## src/rtl/rsv_fetch.sv

```systemverilog
// ---------------------------------------------------------------------------
// rsv_fetch -- instruction fetch stage feeding the decoder.
//
// Owns the fetch PC, issues word requests to instruction memory over a
// req/gnt + rvalid interface, buffers returned words in a small FIFO and
// hands {instruction, PC} to decode with a valid/ready handshake. A redirect
// from execute flushes the buffer and marks every in-flight response for
// discard.
//
// Optional build macro: RSV_FETCH_ALIGN_CHECK_EN
//   defined   : adds fetch_misalign_o; a misaligned redirect target raises the
//               flag and stalls fetch until the next aligned redirect/reset.
//   undefined : redirect target bits [1:0] are ignored (forced to 0).
//
// Ports:
//   clk_i, reset_i        clock (rising edge), synchronous active-high reset
//   redirect_valid_i/_pc_i redirect request and target from execute
//   imem_req_o/addr_o     request valid / word address to instruction memory
//   imem_gnt_i            request accepted this cycle
//   imem_rvalid_i/rdata_i in-order response, no backpressure
//   inst_valid_o/inst_o/inst_pc_o  FIFO head presented to decode
//   inst_ready_i          decode consumes the head when valid && ready
//   fetch_misalign_o      (RSV_FETCH_ALIGN_CHECK_EN only) misaligned target
// ---------------------------------------------------------------------------
module rsv_fetch #(
  parameter logic [31:0] RESET_PC   = 32'h0000_0000,
  parameter int unsigned FIFO_DEPTH = 2
) (
  input  logic        clk_i,
  input  logic        reset_i,
  input  logic        redirect_valid_i,
  input  logic [31:0] redirect_pc_i,
  output logic        imem_req_o,
  output logic [31:0] imem_addr_o,
  input  logic        imem_gnt_i,
  input  logic        imem_rvalid_i,
  input  logic [31:0] imem_rdata_i,
  output logic        inst_valid_o,
  output logic [31:0] inst_o,
  output logic [31:0] inst_pc_o,
`ifdef RSV_FETCH_ALIGN_CHECK_EN
  output logic        fetch_misalign_o,
`endif
  input  logic        inst_ready_i
);

  localparam int PTR_W = $clog2(FIFO_DEPTH);
  localparam int CNT_W = PTR_W + 1;
  localparam logic [CNT_W-1:0] DEPTH_C = CNT_W'(FIFO_DEPTH);

  logic [31:0]      pc_reg, pc_next;
  logic [31:0]      resp_pc_reg, resp_pc_next;
  logic [CNT_W-1:0] outstanding_reg, outstanding_next;
  logic [CNT_W-1:0] discard_reg, discard_next;
  logic [CNT_W-1:0] count_reg, count_next;
  logic [PTR_W-1:0] rd_ptr_reg, rd_ptr_next;
  logic [PTR_W-1:0] wr_ptr_reg, wr_ptr_next;

  logic [31:0] inst_mem [FIFO_DEPTH];
  logic [31:0] pc_mem   [FIFO_DEPTH];

  logic        stall;
  logic        accept;
  logic        push;
  logic        pop;
  logic [31:0] redirect_target;

  // The target is always word aligned; the low bits only feed the
  // optional misalignment flag.
  assign redirect_target = {redirect_pc_i[31:2], 2'b00};

`ifdef RSV_FETCH_ALIGN_CHECK_EN
  logic misalign_reg, misalign_next;

  always_comb begin
    misalign_next = misalign_reg;
    if (redirect_valid_i) begin
      misalign_next = |redirect_pc_i[1:0];
    end
  end

  always_ff @(posedge clk_i) begin
    if (reset_i) begin
      misalign_reg <= 1'b0;
    end else begin
      misalign_reg <= misalign_next;
    end
  end

  assign stall            = misalign_reg;
  assign fetch_misalign_o = misalign_reg;
`else
  logic unused_pc_bits;
  assign unused_pc_bits = ^redirect_pc_i[1:0];
  assign stall          = 1'b0;
`endif

  // Requests are credited against FIFO space: every outstanding request owns
  // a slot, so a response can always be pushed. A same-cycle pop does not
  // free credit, which keeps the request path independent of inst_ready_i.
  assign imem_req_o   = !reset_i && !redirect_valid_i && !stall &&
                        ((outstanding_reg + count_reg) < DEPTH_C);
  assign imem_addr_o  = pc_reg;
  assign accept       = imem_req_o && imem_gnt_i;

  assign inst_valid_o = (count_reg != '0);
  assign inst_o       = inst_valid_o ? inst_mem[rd_ptr_reg] : 32'h0;
  assign inst_pc_o    = inst_valid_o ? pc_mem[rd_ptr_reg]   : 32'h0;

  // Responses are dropped while discards are pending or when a redirect
  // lands in the same cycle.
  assign push = imem_rvalid_i && !redirect_valid_i && (discard_reg == '0);
  assign pop  = inst_valid_o && inst_ready_i && !redirect_valid_i;

  always_comb begin
    pc_next          = pc_reg;
    resp_pc_next     = resp_pc_reg;
    outstanding_next = outstanding_reg + CNT_W'(accept) - CNT_W'(imem_rvalid_i);
    discard_next     = discard_reg;
    count_next       = count_reg;
    rd_ptr_next      = rd_ptr_reg;
    wr_ptr_next      = wr_ptr_reg;

    if (accept) begin
      pc_next = pc_reg + 32'd4;
    end

    if (imem_rvalid_i && (discard_reg != '0)) begin
      discard_next = discard_reg - CNT_W'(1);
    end

    if (push) begin
      resp_pc_next = resp_pc_reg + 32'd4;
      wr_ptr_next  = wr_ptr_reg + PTR_W'(1);
    end

    if (pop) begin
      rd_ptr_next = rd_ptr_reg + PTR_W'(1);
    end

    case ({push, pop})
      2'b10:   count_next = count_reg + CNT_W'(1);
      2'b01:   count_next = count_reg - CNT_W'(1);
      default: count_next = count_reg;
    endcase

    if (redirect_valid_i) begin
      pc_next      = redirect_target;
      resp_pc_next = redirect_target;
      // Every request still in flight after this cycle belongs to the old
      // stream. Pending discards are part of that in-flight set, so the
      // outstanding count is the complete new discard total.
      discard_next = outstanding_next;
      count_next   = '0;
      rd_ptr_next  = '0;
      wr_ptr_next  = '0;
    end
  end

  always_ff @(posedge clk_i) begin
    if (reset_i) begin
      pc_reg          <= RESET_PC;
      resp_pc_reg     <= RESET_PC;
      outstanding_reg <= '0;
      discard_reg     <= '0;
      count_reg       <= '0;
      rd_ptr_reg      <= '0;
      wr_ptr_reg      <= '0;
    end else begin
      pc_reg          <= pc_next;
      resp_pc_reg     <= resp_pc_next;
      outstanding_reg <= outstanding_next;
      discard_reg     <= discard_next;
      count_reg       <= count_next;
      rd_ptr_reg      <= rd_ptr_next;
      wr_ptr_reg      <= wr_ptr_next;
    end
  end

  // Buffer storage needs no reset: the head is gated by inst_valid_o.
  always_ff @(posedge clk_i) begin
    if (!reset_i && push) begin
      inst_mem[wr_ptr_reg] <= imem_rdata_i;
      pc_mem[wr_ptr_reg]   <= resp_pc_reg;
    end
  end

  // The credit scheme must never let a push land on a full buffer
  // unless the head leaves in the same cycle.
  always_ff @(posedge clk_i) begin
    if (!reset_i) begin
      assert (!(push && !pop && (count_reg == DEPTH_C)));
    end
  end

endmodule

```

## config.mk

```make
export PLATFORM = sky130hd
export DESIGN_NAME = rsv_fetch
export DESIGN_NICKNAME = d
export VERILOG_FILES = /design/src/rtl/rsv_fetch.sv
export SDC_FILE = /design/constraint.sdc
export NUM_CORES = 1
export LEC_CHECK = 0
export CAP_MARGIN = 30
export CELL_PAD_IN_SITES_DETAIL_PLACEMENT = 1
export CELL_PAD_IN_SITES_GLOBAL_PLACEMENT = 2
export CORE_UTILIZATION = 43
export CTS_BUF_LIST = sky130_fd_sc_hd__clkbuf_2
export CTS_CLUSTER_DIAMETER = 30
export DETAILED_ROUTE_END_ITERATION = 16
export DONT_BUFFER_PORTS = 1
export PLACE_DENSITY = 0.83
export SETUP_SLACK_MARGIN = 0.02
export SYNTH_ARGS = -nofsm -noshare
export SYNTH_HDL_FRONTEND = slang
export SYNTH_SLANG_ARGS = --single-unit
```

## constraint.sdc

```tcl
create_clock -name clk_i -period 5 [get_ports clk_i]
set_clock_uncertainty 0.1 [all_clocks]
set_input_delay 0.5 -clock clk_i [delete_from_list [all_inputs] [get_ports clk_i]]
set_output_delay 0.5 -clock clk_i [all_outputs]
set_load 0.01 [all_outputs]
```

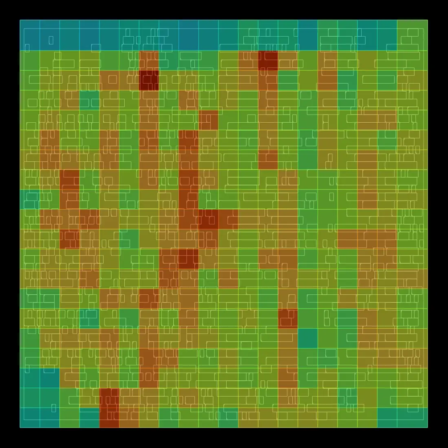
**Above:** run 1 (routing congestion).
met2 Usage GRT: 35.8%
final core utilization: 51.4%
GR Util met3: 3.98%
Total GRT Usage: 20.9%
Routed wire per std cell: 19.6 µm

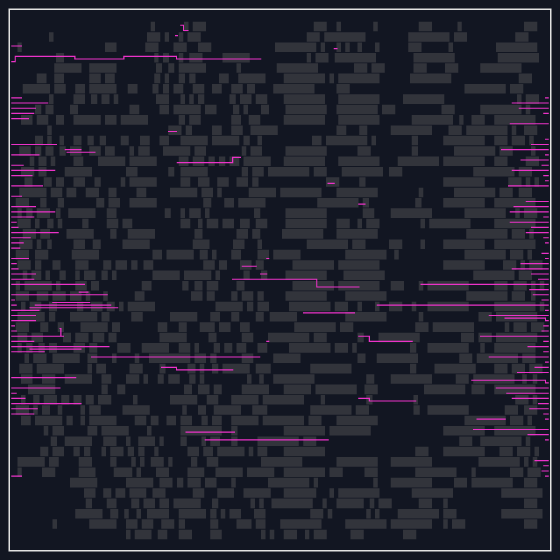
**Above:** run 1 (the metal 3 layer).
share of all routed wire: 5.5%
nets with wire on the layer: 127

==> Slide: Implementation Results, run 1 <==
Implementation Results

Run status
  – Status: completed

Final layout
  – Top Layout Cells: 124 x edfxtp_1, 85 x nor2_1, 73 x dlygate4sd3_1, 68 x dfxtp_1, 65 x mux2i_1
  – Layout fillers: 1,998
  – Flop share of the area: 52.6%
  – FF+latch area: 5110 µm²
  – Ant. Diodes: 2
  – Layout net count: 854
  – Largest cell class by area: sequential cells
  – Max FFs per register: 64
  – Top cell excl fill/tap: edfxtp_1
  – Sequential cells: 193
  – Registers with the most flip-flops: inst_mem: 64 flops, pc_mem: 60 flops
  – Final Cell Area: 9720 µm²
  – Cell Count, Final, Fillers Out: 1,053
  – Share of layout cells above drive strength 1: 6.45%

Setup path
  – Reg2Reg Capture Point: discard_reg[0]
  – Crit path max-delay family: buffers and inverters
  – Worst setup path end: discard_reg[0]
  – CP Max Fanout: 27
  – Worst path depth: 11
  – Crit-path slowest cell: dfxtp_1
  – Worst path cell trace: and3_1, mux2i_2, buf_4, or2_2, ha_1, inv_1, ha_1, a21oi_1, dlygate4sd3_1, nor2_1, dlygate4sd3_1
  – R2r startpoint: count_reg[0]

Clocking
  – Clk slew on worst S/H paths: 0.28 ns
  – Clock tree buffer depth: 2
  – Total CTS buffers: 17
  – Hold buffers post-CTS: 75
  – Clock tree sinks: 193

STA
  – Period utilization: 69.4%
  – Slew of the pin with the lowest slew margin: 0.728 ns
  – Final hold violation count: 0
  – Setup-failing EPs final: 0
  – RSZ-0062 raised after global routing: false

Route
  – DRC: 0
  – Vias: 5,716
  – Metal3 WL: 1130 µm

Logic synthesis
  – Main kind of combinational logic by area: simple AND/OR/NAND/NOR gates
  – Top FF cell, synth: edfxtp_1
  – Synthesized area per cell: 11.8 µm²
  – Synth Cell Area: 8390 µm²
  – Yosys stat cell total: 712
  – Synth warn: 0
  – Top cell area share: 44.4%
  – Commonest cells post-synth: 124 x edfxtp_1, 88 x nor2_1, 69 x dfxtp_1, 65 x mux2i_1, 37 x xnor2_1
  – Cell with the most instances after synthesis: edfxtp_1
  – Yosys cell types: 53
  – Basic Gates by Area: 13.4%

Power and ir drop
  – Comb power: 0.305 mW
  – Power Internal: 2.19 mW
  – Pwr Density: 305 nW/µm²
  – Peak supply drop: 0.173 mV
  – Switching share of power: 26.0%
  – Reg power frac: 62.4%
  – Logic pwr share: 10.3%

Place
  – DPL Wire Length: 13,800 µm
  – Gpl congestion: 0.829

Flow run
  – Tool Warnings: 28

Floorplanning
  – Fp_density: 44.4%
  – # IOs: 168
  – Die H: 142 µm
  – CORE AREA: 18,900 µm²

Min path
  – Worst hold endpoint: wr_ptr_reg
  – Hold path start: imem_rvalid_i
  – Worst Hold Class: in -> reg

Global route
  – Global-route wire length before repair: 32,300 µm
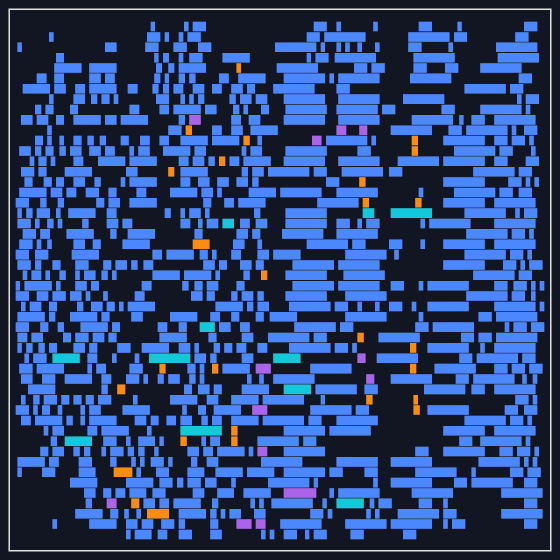
**Above:** run 1 (cell sizes after repair).
| size | color | cells |
|---|---|---|
| _0 and _1 cells | blue | 740 |
| _3 and _4 cells | purple | 13 |
| _6 and larger | cyan | 11 |
| _2 cells | orange | 27 |

**Run 1: routed clock nets over the placement**

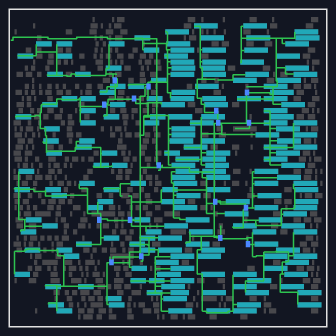

==> inputs of run 2 (changes only) <==
Clock period 5 ns to 3.5 ns, I/O delays scaled along.
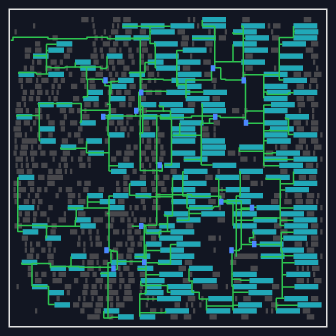
**Above:** run 2 (routed clock nets over the placement).
[clock drivers] blue | count: 17
[clock wires] green | length: 2,140 µm
[flip-flops] cyan | count: 193
flops lie: all over the die

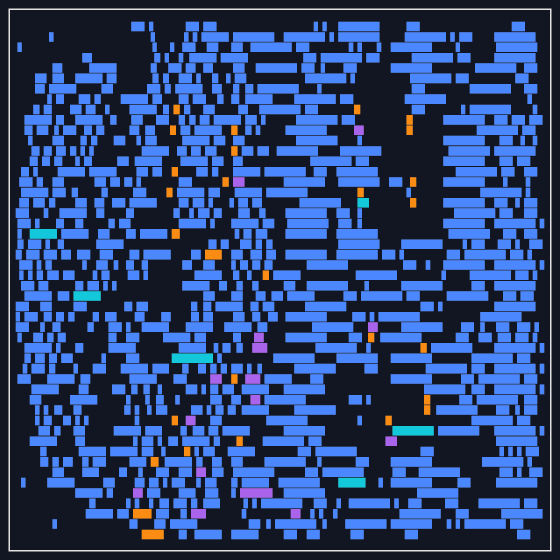
**Above:** run 2 (cell sizes after repair).
| size | color | cells |
|---|---|---|
| _0 and _1 cells | blue | 740 |
| _3 and _4 cells | purple | 15 |
| _6 and larger | cyan | 6 |
| _2 cells | orange | 28 |

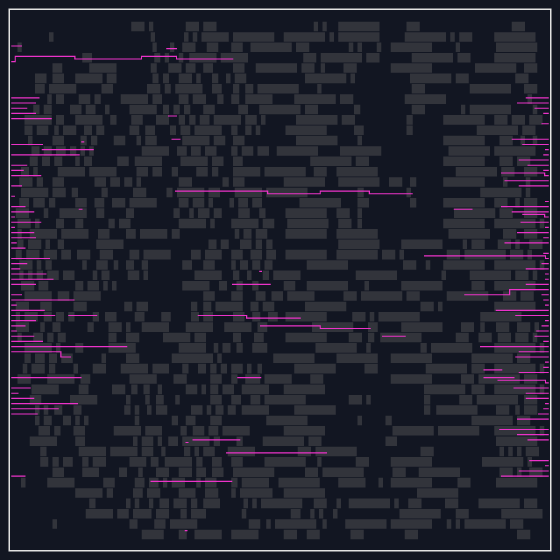
**Above:** run 2 (the metal 3 layer).
main direction: horizontal
share of all routed wire: 5.1%
longest straight run: 31.7 µm

==> run 2 against run 1 <==
Synthesized area unchanged; die size unchanged; clock-buffer cell count decreased by 1; combinational power increased by about 40%; worst hold slack improved by 0.062 ns; critical path depth decreased by 5; sequential share of layout area increased by 0.33 points; via count decreased by 0.72%; register-to-register slack got worse by 1.1 ns; fmax increased by 13%; setup slack got worse by 1.1 ns; critical path type unchanged; highest routed layer unchanged.
==> Slide: Implementation Results, run 2 <==
Implementation Results

Run status
  – Status: completed

Logic synthesis
  – Yosys stat cell total: 712
  – Synth Cell Area: 8390 µm²
  – Top cell area share: 44.4%
  – Cell with the most instances after synthesis: edfxtp_1

Setup path
  – Crit path max-delay family: simple AND/OR/NAND/NOR gates
  – Worst setup path end: imem_addr_o[28]
  – R2r startpoint: imem_addr_o[16]
  – Reg2Reg Capture Point: imem_addr_o[28]
  – Worst path depth: 6
  – CP Max Fanout: 7

Power and ir drop
  – Power Internal: 3.04 mW
  – Peak supply drop: 0.161 mV
  – Pwr Density: 429 nW/µm²

Final layout
  – Top Layout Cells: 124 x edfxtp_1, 85 x nor2_1, 73 x dlygate4sd3_1, 68 x dfxtp_1, 65 x mux2i_1
  – Final Cell Area: 9660 µm²
  – Sequential cells: 193
  – Largest cell class by area: sequential cells
  – Flop share of the area: 52.9%
  – Top cell excl fill/tap: edfxtp_1
  – Ant. Diodes: 2
  – Cell Count, Final, Fillers Out: 1,051
  – Final core utilization: 51.1%
  – FF+latch area: 5110 µm²

Global route
  – Total GRT Usage: 20.9%
  – Global-route wire length before repair: 32,300 µm

Floorplanning
  – Fp_density: 44.4%

Route
  – Vias: 5,675
  – Metal3 WL: 1040 µm
  – Routed wire per std cell: 19.4 µm

STA
  – Slew of the pin with the lowest slew margin: 0.908 ns
  – Final hold violation count: 0
  – Setup-failing EPs final: 0

Clocking
  – Hold buffers post-CTS: 75

Min path
  – Hold path start: imem_rdata_i[24]
==> inputs of run 3 (changes only) <==
Settings changed: SETUP_SLACK_MARGIN 0.02 to not set.
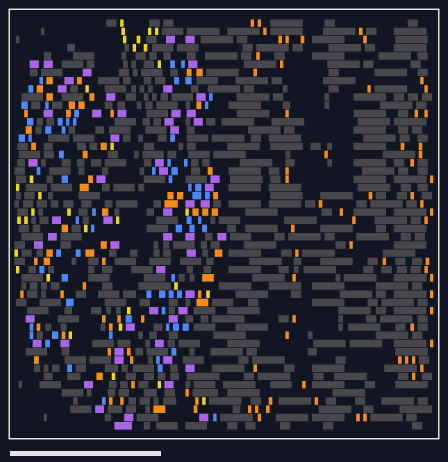
**Above:** run 3 (gate families picked out).
Scale bar: 50 µm.
| family | color | cells | most used |
|---|---|---|---|
| inv cells | yellow | 32 | inv_1 |
| nor cells | orange | 122 | nor2_1 |
| xor and xnor cells | purple | 58 | xnor2_1 |
| nand cells | blue | 66 | nand2_1 |

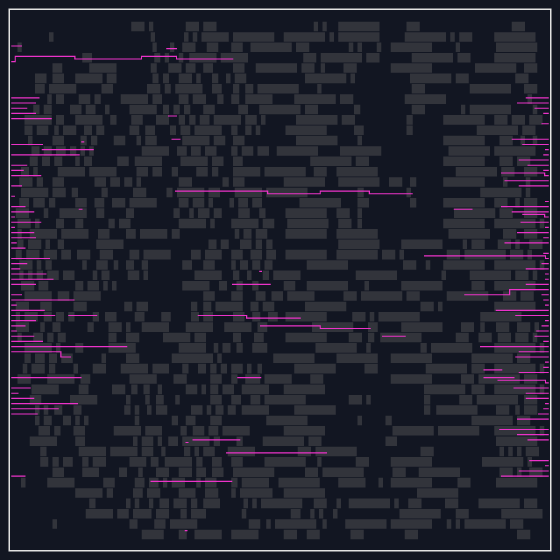
**Above:** run 3 (the metal 3 layer).
share of all routed wire: 5.1%
nets with wire on the layer: 123
main direction: horizontal
longest straight run: 31.7 µm

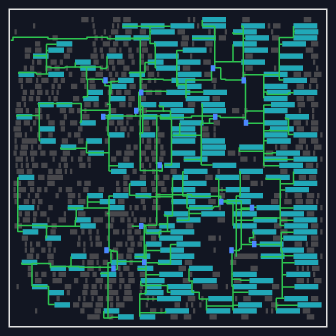
**Above:** run 3 (routed clock nets over the placement).
[clock wires] green | length: 2,140 µm
[flip-flops] cyan | count: 193
[clock drivers] blue | count: 17
flops lie: all over the die

==> run 3 against run 2 <==
Synthesized area did not move; setup slack stayed put; first-iteration DRC count stayed put; flip-flop count did not move; critical path depth unchanged; critical endpoint unchanged; highest routed layer unchanged.
==> Slide: Implementation Results, run 3 <==
Implementation Results

Run status
  – Status: completed

Final layout
  – Final core utilization: 51.1%
  – Max FFs per register: 64
  – FF+latch area: 5110 µm²
  – Top Layout Cells: 124 x edfxtp_1, 85 x nor2_1, 73 x dlygate4sd3_1, 68 x dfxtp_1, 65 x mux2i_1
  – Registers with the most flip-flops: inst_mem: 64 flops, pc_mem: 60 flops
  – Share of layout cells above drive strength 1: 6.21%
  – Layout net count: 852
  – Ant. Diodes: 2
  – Largest cell class by area: sequential cells
  – Flop share of the area: 52.9%
  – Final Cell Area: 9660 µm²
  – Top cell excl fill/tap: edfxtp_1
  – Sequential cells: 193
  – Cell Count, Final, Fillers Out: 1,051

Power and ir drop
  – Power Internal: 3.04 mW
  – Pwr Density: 429 nW/µm²
  – Switching share of power: 26.4%
  – Reg power frac: 63.9%

STA
  – Final hold violation count: 0
  – Setup-failing EPs final: 0
  – Period utilization: 87.6%
  – RSZ-0062 raised after global routing: false
  – Slew of the pin with the lowest slew margin: 0.908 ns

Logic synthesis
  – Basic Gates by Area: 13.4%
  – Top cell area share: 44.4%
  – Main kind of combinational logic by area: simple AND/OR/NAND/NOR gates
  – Synth Cell Area: 8390 µm²
  – Top FF cell, synth: edfxtp_1
  – Cell with the most instances after synthesis: edfxtp_1
  – Commonest cells post-synth: 124 x edfxtp_1, 88 x nor2_1, 69 x dfxtp_1, 65 x mux2i_1, 37 x xnor2_1
  – Yosys stat cell total: 712
  – Synth warn: 0

Clocking
  – Total CTS buffers: 17
  – Clock tree sinks: 193
  – Clock tree buffer depth: 2
  – Clk slew on worst S/H paths: 0.26 ns
  – Hold buffers post-CTS: 75

Flow run
  – Tool Warnings: 29

Setup path
  – Reg2Reg Capture Point: imem_addr_o[28]
  – Crit-path slowest cell: nor4_1
  – R2r startpoint: imem_addr_o[16]
  – Worst path cell trace: nand4_1, nor4_1, nand3_1, or2_0, a2111oi_1, dlygate4sd3_1
  – CP Max Fanout: 7
  – Crit path max-delay family: simple AND/OR/NAND/NOR gates
  – Worst path depth: 6
  – Worst setup path end: imem_addr_o[28]

Floorplanning
  – Die H: 142 µm
  – Fp_density: 44.4%
  – CORE AREA: 18,900 µm²

Min path
  – Hold path start: imem_rdata_i[24]
  – Worst Hold Class: in -> reg
  – Worst hold endpoint: inst_mem[1][24]

Place
  – Gpl congestion: 0.834
  – DPL Wire Length: 13,400 µm

Route
  – Vias: 5,675
  – DRC: 0

Global route
  – GR Util met3: 4.72%
  – Total GRT Usage: 20.9%
  – Global-route wire length before repair: 32,300 µm
Power is estimated from default activity; no workload was simulated.
